**Gate families picked out**

Bar = 50 um.
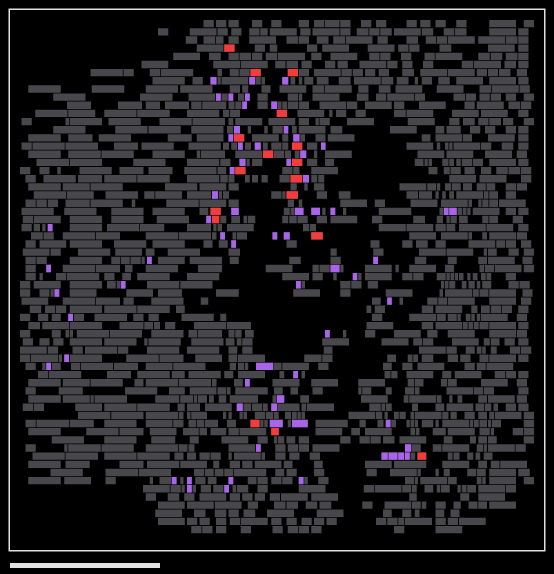
**Ports around the boundary**

Pins as bars across the die edge, other pins in gray.
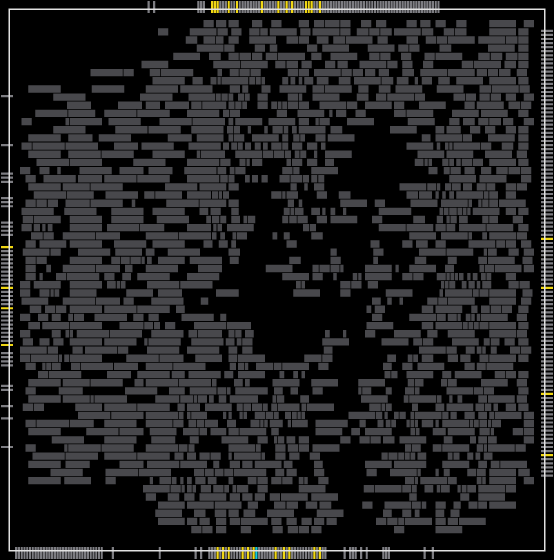
**Wiring by layer**

Two of the layers only.
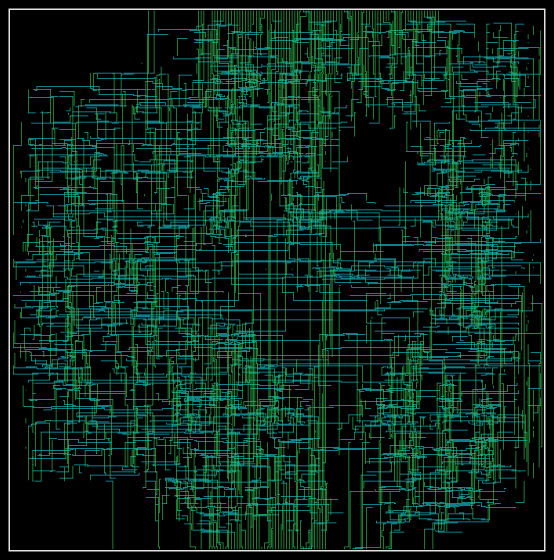
**Clock wiring as the flow saved it**

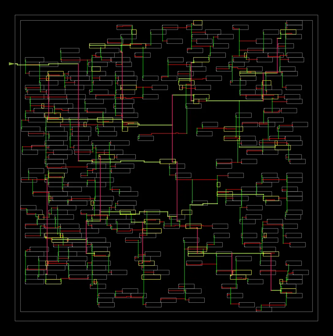
**Sequential cells colored by netlist name**

Bar = 50 um.
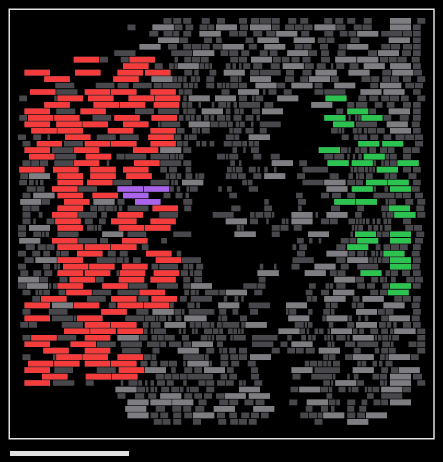
==> src/rtl/branch_resolver.sv <==
// Branch resolution unit: queues IF-stage predictions, checks them in program order
// against EX outcomes, drives predictor updates, fetch redirects and statistics.
module branch_resolver #(
  parameter int DEPTH = 4,
  parameter int CNT_W = 32
) (
  input  logic             clk,
  input  logic             rst_n,
  input  logic             if_push,
  input  logic [31:0]      if_pc,
  input  logic             if_pred_taken,
  input  logic             if_pred_valid,
  input  logic [31:0]      if_pred_target,
  output logic             if_full,
  input  logic             ex_valid,
  input  logic [31:0]      ex_pc,
  input  logic             ex_is_branch,
  input  logic             ex_taken,
  input  logic [31:0]      ex_target,
  input  logic [31:0]      ex_fallthrough,
  input  logic             flush_i,
  output logic             update_en,
  output logic [31:0]      update_pc,
  output logic             update_taken,
  output logic [31:0]      update_target,
  output logic             redirect_valid,
  output logic [31:0]      redirect_pc,
  output logic             q_err,
  output logic [CNT_W-1:0] branch_count,
  output logic [CNT_W-1:0] mispredict_count
);

  localparam int PTR_W = $clog2(DEPTH);
  localparam logic [PTR_W:0] FULL_CNT = (PTR_W+1)'(DEPTH);

  function automatic logic [CNT_W-1:0] sat_inc(input logic [CNT_W-1:0] v);
    return (v == '1) ? v : v + CNT_W'(1);
  endfunction

  logic              pred_redirect_q [DEPTH];
  logic [31:0]       pred_target_q   [DEPTH];
  logic [PTR_W-1:0]  head;
  logic [PTR_W-1:0]  tail;
  logic [PTR_W:0]    count;

  logic              empty_p0;
  logic              pop_p0;
  logic              push_p0;
  logic              clear_p0;
  logic              mispredict_p0;
  logic              upd_p0;
  logic              qerr_set_p0;
  logic              head_redirect_p0;
  logic [31:0]       head_target_p0;
  logic [31:0]       actual_next_p0;

  // Resolution follows queue order, so the fetched PC itself is never needed.
  logic unused_pc;
  assign unused_pc = ^if_pc;

  assign if_full = (count == FULL_CNT);

  // Stage p0: combinational resolution of the queue head against EX
  always_comb begin
    empty_p0         = (count == '0);
    head_redirect_p0 = pred_redirect_q[head];
    head_target_p0   = pred_target_q[head];
    actual_next_p0   = (ex_is_branch && ex_taken) ? ex_target : ex_fallthrough;
    pop_p0           = ex_valid && !empty_p0 && !flush_i;
    mispredict_p0    = pop_p0 &&
                       ((head_redirect_p0 && (head_target_p0 != actual_next_p0)) ||
                        (!head_redirect_p0 && (actual_next_p0 != ex_fallthrough)));
    upd_p0           = pop_p0 && ex_is_branch;
    clear_p0         = flush_i || mispredict_p0;
    push_p0          = if_push && !clear_p0 && (!if_full || pop_p0);
    qerr_set_p0      = ex_valid && empty_p0 && !flush_i;
  end

  always_ff @(posedge clk) begin
    if (push_p0) begin
      pred_redirect_q[tail] <= if_pred_valid && if_pred_taken;
      pred_target_q[tail]   <= if_pred_target;
    end
  end

  always_ff @(posedge clk or negedge rst_n) begin
    if (!rst_n) begin
      head  <= '0;
      tail  <= '0;
      count <= '0;
    end else if (clear_p0) begin
      head  <= '0;
      tail  <= '0;
      count <= '0;
    end else begin
      if (pop_p0)  head <= head + PTR_W'(1);
      if (push_p0) tail <= tail + PTR_W'(1);
      case ({push_p0, pop_p0})
        2'b10:   count <= count + (PTR_W+1)'(1);
        2'b01:   count <= count - (PTR_W+1)'(1);
        default: count <= count;
      endcase
    end
  end

  // Stage p1: registered update/redirect strobes and statistics
  always_ff @(posedge clk or negedge rst_n) begin
    if (!rst_n) begin
      update_en        <= 1'b0;
      update_pc        <= '0;
      update_taken     <= 1'b0;
      update_target    <= '0;
      redirect_valid   <= 1'b0;
      redirect_pc      <= '0;
      q_err            <= 1'b0;
      branch_count     <= '0;
      mispredict_count <= '0;
    end else begin
      update_en      <= upd_p0;
      redirect_valid <= mispredict_p0;
      if (upd_p0) begin
        update_pc     <= ex_pc;
        update_taken  <= ex_taken;
        update_target <= ex_target;
        branch_count  <= sat_inc(branch_count);
      end
      if (mispredict_p0) begin
        redirect_pc      <= actual_next_p0;
        mispredict_count <= sat_inc(mispredict_count);
      end
      if (qerr_set_p0) q_err <= 1'b1;
    end
  end

endmodule

==> config.mk <==
export PLATFORM = sky130hd
export DESIGN_NAME = branch_resolver
export DESIGN_NICKNAME = d
export VERILOG_FILES = /design/src/rtl/branch_resolver.sv
export SDC_FILE = /design/constraint.sdc
export NUM_CORES = 1
export LEC_CHECK = 0
export CORE_AREA = 3 3 175 177
export CTS_CLUSTER_SIZE = 28
export DETAILED_ROUTE_END_ITERATION = 8
export DIE_AREA = 0 0 178 180
export HOLD_SLACK_MARGIN = 0.15
export MAX_ROUTING_LAYER = met4
export PLACE_DENSITY = 0.75
export SLEW_MARGIN = 5
export SYNTH_ARGS = -nofsm -noshare
export SYNTH_HDL_FRONTEND = slang
export SYNTH_SLANG_ARGS = --single-unit
export TNS_END_PERCENT = 30
==> constraint.sdc <==
create_clock -name clk -period 8.6 [get_ports clk]
set_input_delay 2.58 -clock clk [delete_from_list [all_inputs] [get_ports clk]]
set_output_delay 2.58 -clock clk [all_outputs]
set_load 0.05 [all_outputs]
==> design notes <==
The run finished with clean final reports. The number of global-route vias before repair was 8957; the antenna diode count was 9. After clock tree synthesis, the flow added hold-fix buffers numbering 0. Counting the fill cells in the layout gives 2288.

The count of non-CTS inverters in the layout came out at 20. The synthesis report lists the Yosys warning total as 0. The area taken by multi-input combinational cells is reported as 4632 um^2.

The actual slew at the worst max-slew pin works out to 1.012 ns. After floorplanning, the core was sized to cover 29400 um^2. On the critical path the data arrives at 6.38 ns.

In the layout the commonest cells are clkdlybuf4s50_1 (300), dfrtp_1 (170), edfxtp_1 (132). Clock root buffer: clkbuf_16. For reference, the final report shows the max-slew violation count at 0. Nets still carrying antenna violations after routing amount to 0. The run gives 15.02% for the share of cells above drive strength 1. Synthesis inferred 303 register bits. The hold violation count in the final report was 0.

The count of nets after finishing was 1408. Setup repair after global routing left no endpoint under its margin. The source-to-sink clock delay at the later pin of the worst-skew pair came out at 0.52 ns. For reference, the critical path is captured by pred_target_q[2][5].

Per the post-synthesis stats, the area per cell is 14.28 um^2. Primary flip-flop cell chosen by synthesis mapping: dfrtp_1. The number of multi-input combinational cells is 559. The launch point of the worst register-to-register path is recorded as head[0]. Per the CTS log, the maximum H-tree level is 2.

The relative area of non-clock buffer cells in the final design works out to 17.55%. The number of flops mapped to enable cells by yosys is 132, and the cell count of the worst reg-to-reg path is 9. The post-synthesis instance area came out at 13120 um^2. Looking at the post-CTS report, the setup buffer insertion count equals 0. In the placement report, post-DP HPWL is listed as 24380 um. In this run, CTS created clock tree buffers numbering 34. Looking at the VDD voltage map, the peak drop is 187.0 uV. In this run the critical path is formed by clkdlybuf4s50_1 > buf_4 > nand2_1 > buf_4 > mux2i_1 > xnor2_1 > or4_1 > nor4_4 > a21oi_4 > nor4b_2 > buf_4. The worst slew slack as a fraction of its limit was 32.53%.

The tools report the endpoint type of the worst setup path as a register. Once layout is done, the placed cells without fillers occupy 17730 um^2. The initial DRC count is 633, and the via-per-instance ratio is 5.314.

Start-to-end type of the worst setup path: primary input to register. The number of gates resized after CTS was 0. For the finished layout, the period the worst path requires is 6.245 ns. The largest fanout on the critical path works out to 33. For the total grt overflow, the log shows 0. According to the timing report, the critical path is launched from ex_is_branch. At floorplan, the net count of the design was reported as 1095. Worst hold path stage count: 1.
Notes on 'gate families picked out' above:
| color | family | cells | most used |
|---|---|---|---|
| purple | aoi and oai cells | 67 | a21oi_1 |
| red | non-inverting ao/oa cells | 17 | a21bo_2 |
Commonest Layout Cell: clkdlybuf4s50_1
combinational share of cell area: 26.13%
non-filler cells, final: 1657

Notes on 'ports around the boundary' above:
| color | port | pins | direction | edge |
|---|---|---|---|---|
| yellow | `ex_fallthrough` | 32 | input | 13 top, 11 bottom, 4 right, 4 left |
| cyan | `ex_valid` | 1 | input | bottom |
die outline width: 178 um
die height: 180 um
# port buffers: 301

Notes on 'wiring by layer' above:
| color | layer | wire length |
|---|---|---|
| cyan | M1 | 14200 um |
| green | M2 | 16600 um |
overall global routing resource usage: 21.76%
total length of routed wires: 34300 um
average wire length per cell after detail routing: 20.70 um
routed via count: 8805

Notes on 'clock wiring as the flow saved it' above:
count of flip-flops and latches: 303
clock skew: 0.02118 ns
# clock sinks: 303

Notes on 'sequential cells colored by netlist name' above:
| color | name in the netlist | flops |
|---|---|---|
| red | `pred_target_q` | 128 |
| purple | `pred_redirect_q` | 4 |
| green | `branch_count` | 32 |
Seq. pwr: 1.94 mW
final core utilization: 60.29%
Reg area: 8244 um^2

==> worst min path at each step <==
| stage | start | endpoint | slack (ns) |
|---|---|---|---|
| after floorplan | count[0] | count[0] | 0.55 |
| final | q_err | q_err | 0.47 |
| after detailed placement | q_err | q_err | 0.46 |
| after global placement | q_err | q_err | 0.45 |
| after CTS | q_err | q_err | 0.47 |
| after global routing | q_err | q_err | 0.51 |
==> sequential cells by signal, indices dropped and copies added (netlist names) <==
name / count
update_taken: 1
tail: 2
update_target: 32
head: 2
redirect_pc: 32
update_pc: 32
pred_redirect_q: 4
q_err: 1
branch_count: 32
count: 3
redirect_valid: 1
pred_target_q: 128
update_en: 1
mispredict_count: 32
==> layer usage <==
| layer | vias up | GRT usage [%] | share of wire, % |
|---|---|---|---|
| met5 | - | - | 0 |
| met4 | 0 | 7.100 | 2.7 |
| met3 | 65 | 4.499 | 7.6 |
| met2 | 320 | 33.58 | 48 |
| met1 | 4356 | 28.95 | 41 |
| li1 | 4064 | - | - |
==> synthesized netlist by cell type, types with 2 or more instances <==
library cell    n  area [um^2]
dfrtp_1       171         4279
edfxtp_1      132         3964
xnor2_1        80        700.7
mux2_2         66        743.2
nor2_1         53        198.9
nand3_1        38        190.2
a21oi_1        33        165.2
mux4_2         33        743.2
nand2_1        33        123.9
xor2_1         25        219.0
nand4_1        23        143.9
mux2i_1        22        220.2
and3_1         21        131.4
inv_1          19        71.32
nor3_1         18        90.09
a31oi_1        15        93.84
clkbuf_1       15        56.30
nor4_1         13        81.33
buf_2          11        55.05
a21bo_2        10        100.1
nor4b_1        10        87.58
nor2b_1         9        56.30
buf_6           7        78.83
ha_1            6        75.07
o21ai_0         6        30.03
buf_1           4        15.01
nand4b_1        4        35.03
a2111o_1        3        33.78
and2_1          3        18.77
and4_1          3        26.28
nor3b_1         2        15.01
nor4bb_1        2        20.02
o221ai_1        2        17.52
o22ai_1         2        12.51
or2_2           2        12.51
or4_1           2        15.01
==> power breakdown <==
| part | total (mW) | switching [mW] | internal [mW] |
|---|---|---|---|
| clock network | 1.49 | 0.575 | 0.913 |
| registers | 1.94 | 0.151 | 1.79 |
| logic | 2.04 | 1.31 | 0.730 |
| total | 5.46 | 2.03 | 3.43 |
==> cell families (layout without fill, tap and decap cells) <==
logic type	Yosys count	after routing	synth area share (%)
compound gates	84	84	4.320
buf+inv	57	396	2.136
xor+xnor	105	105	7.009
mux	121	121	13.01
simple gates	242	242	9.975
flops	303	303	62.83
other cells	0	9	0
fa+ha+maj	7	7	0.7248
==> critical path: cells and delay by family <==
family / cells / cell delay (ns)
compound gates: 1 / 0.27
xor+xnor: 1 / 0.10
buf+inv: 4 / 1.49
mux: 1 / 0.51
simple gates: 4 / 1.38
==> metrics by stage <==
stage	cells	util, %	hold WS (ns)
detailed placement	1586	56.29	0.4584
global placement	1586	56.29	0.4549
finish	1657	60.29	0.4686
CTS	1648	60.21	0.4716
floorplan	919	-	0.5467
global route	1657	60.29	0.5069
Power is estimated from default activity; no workload was simulated.
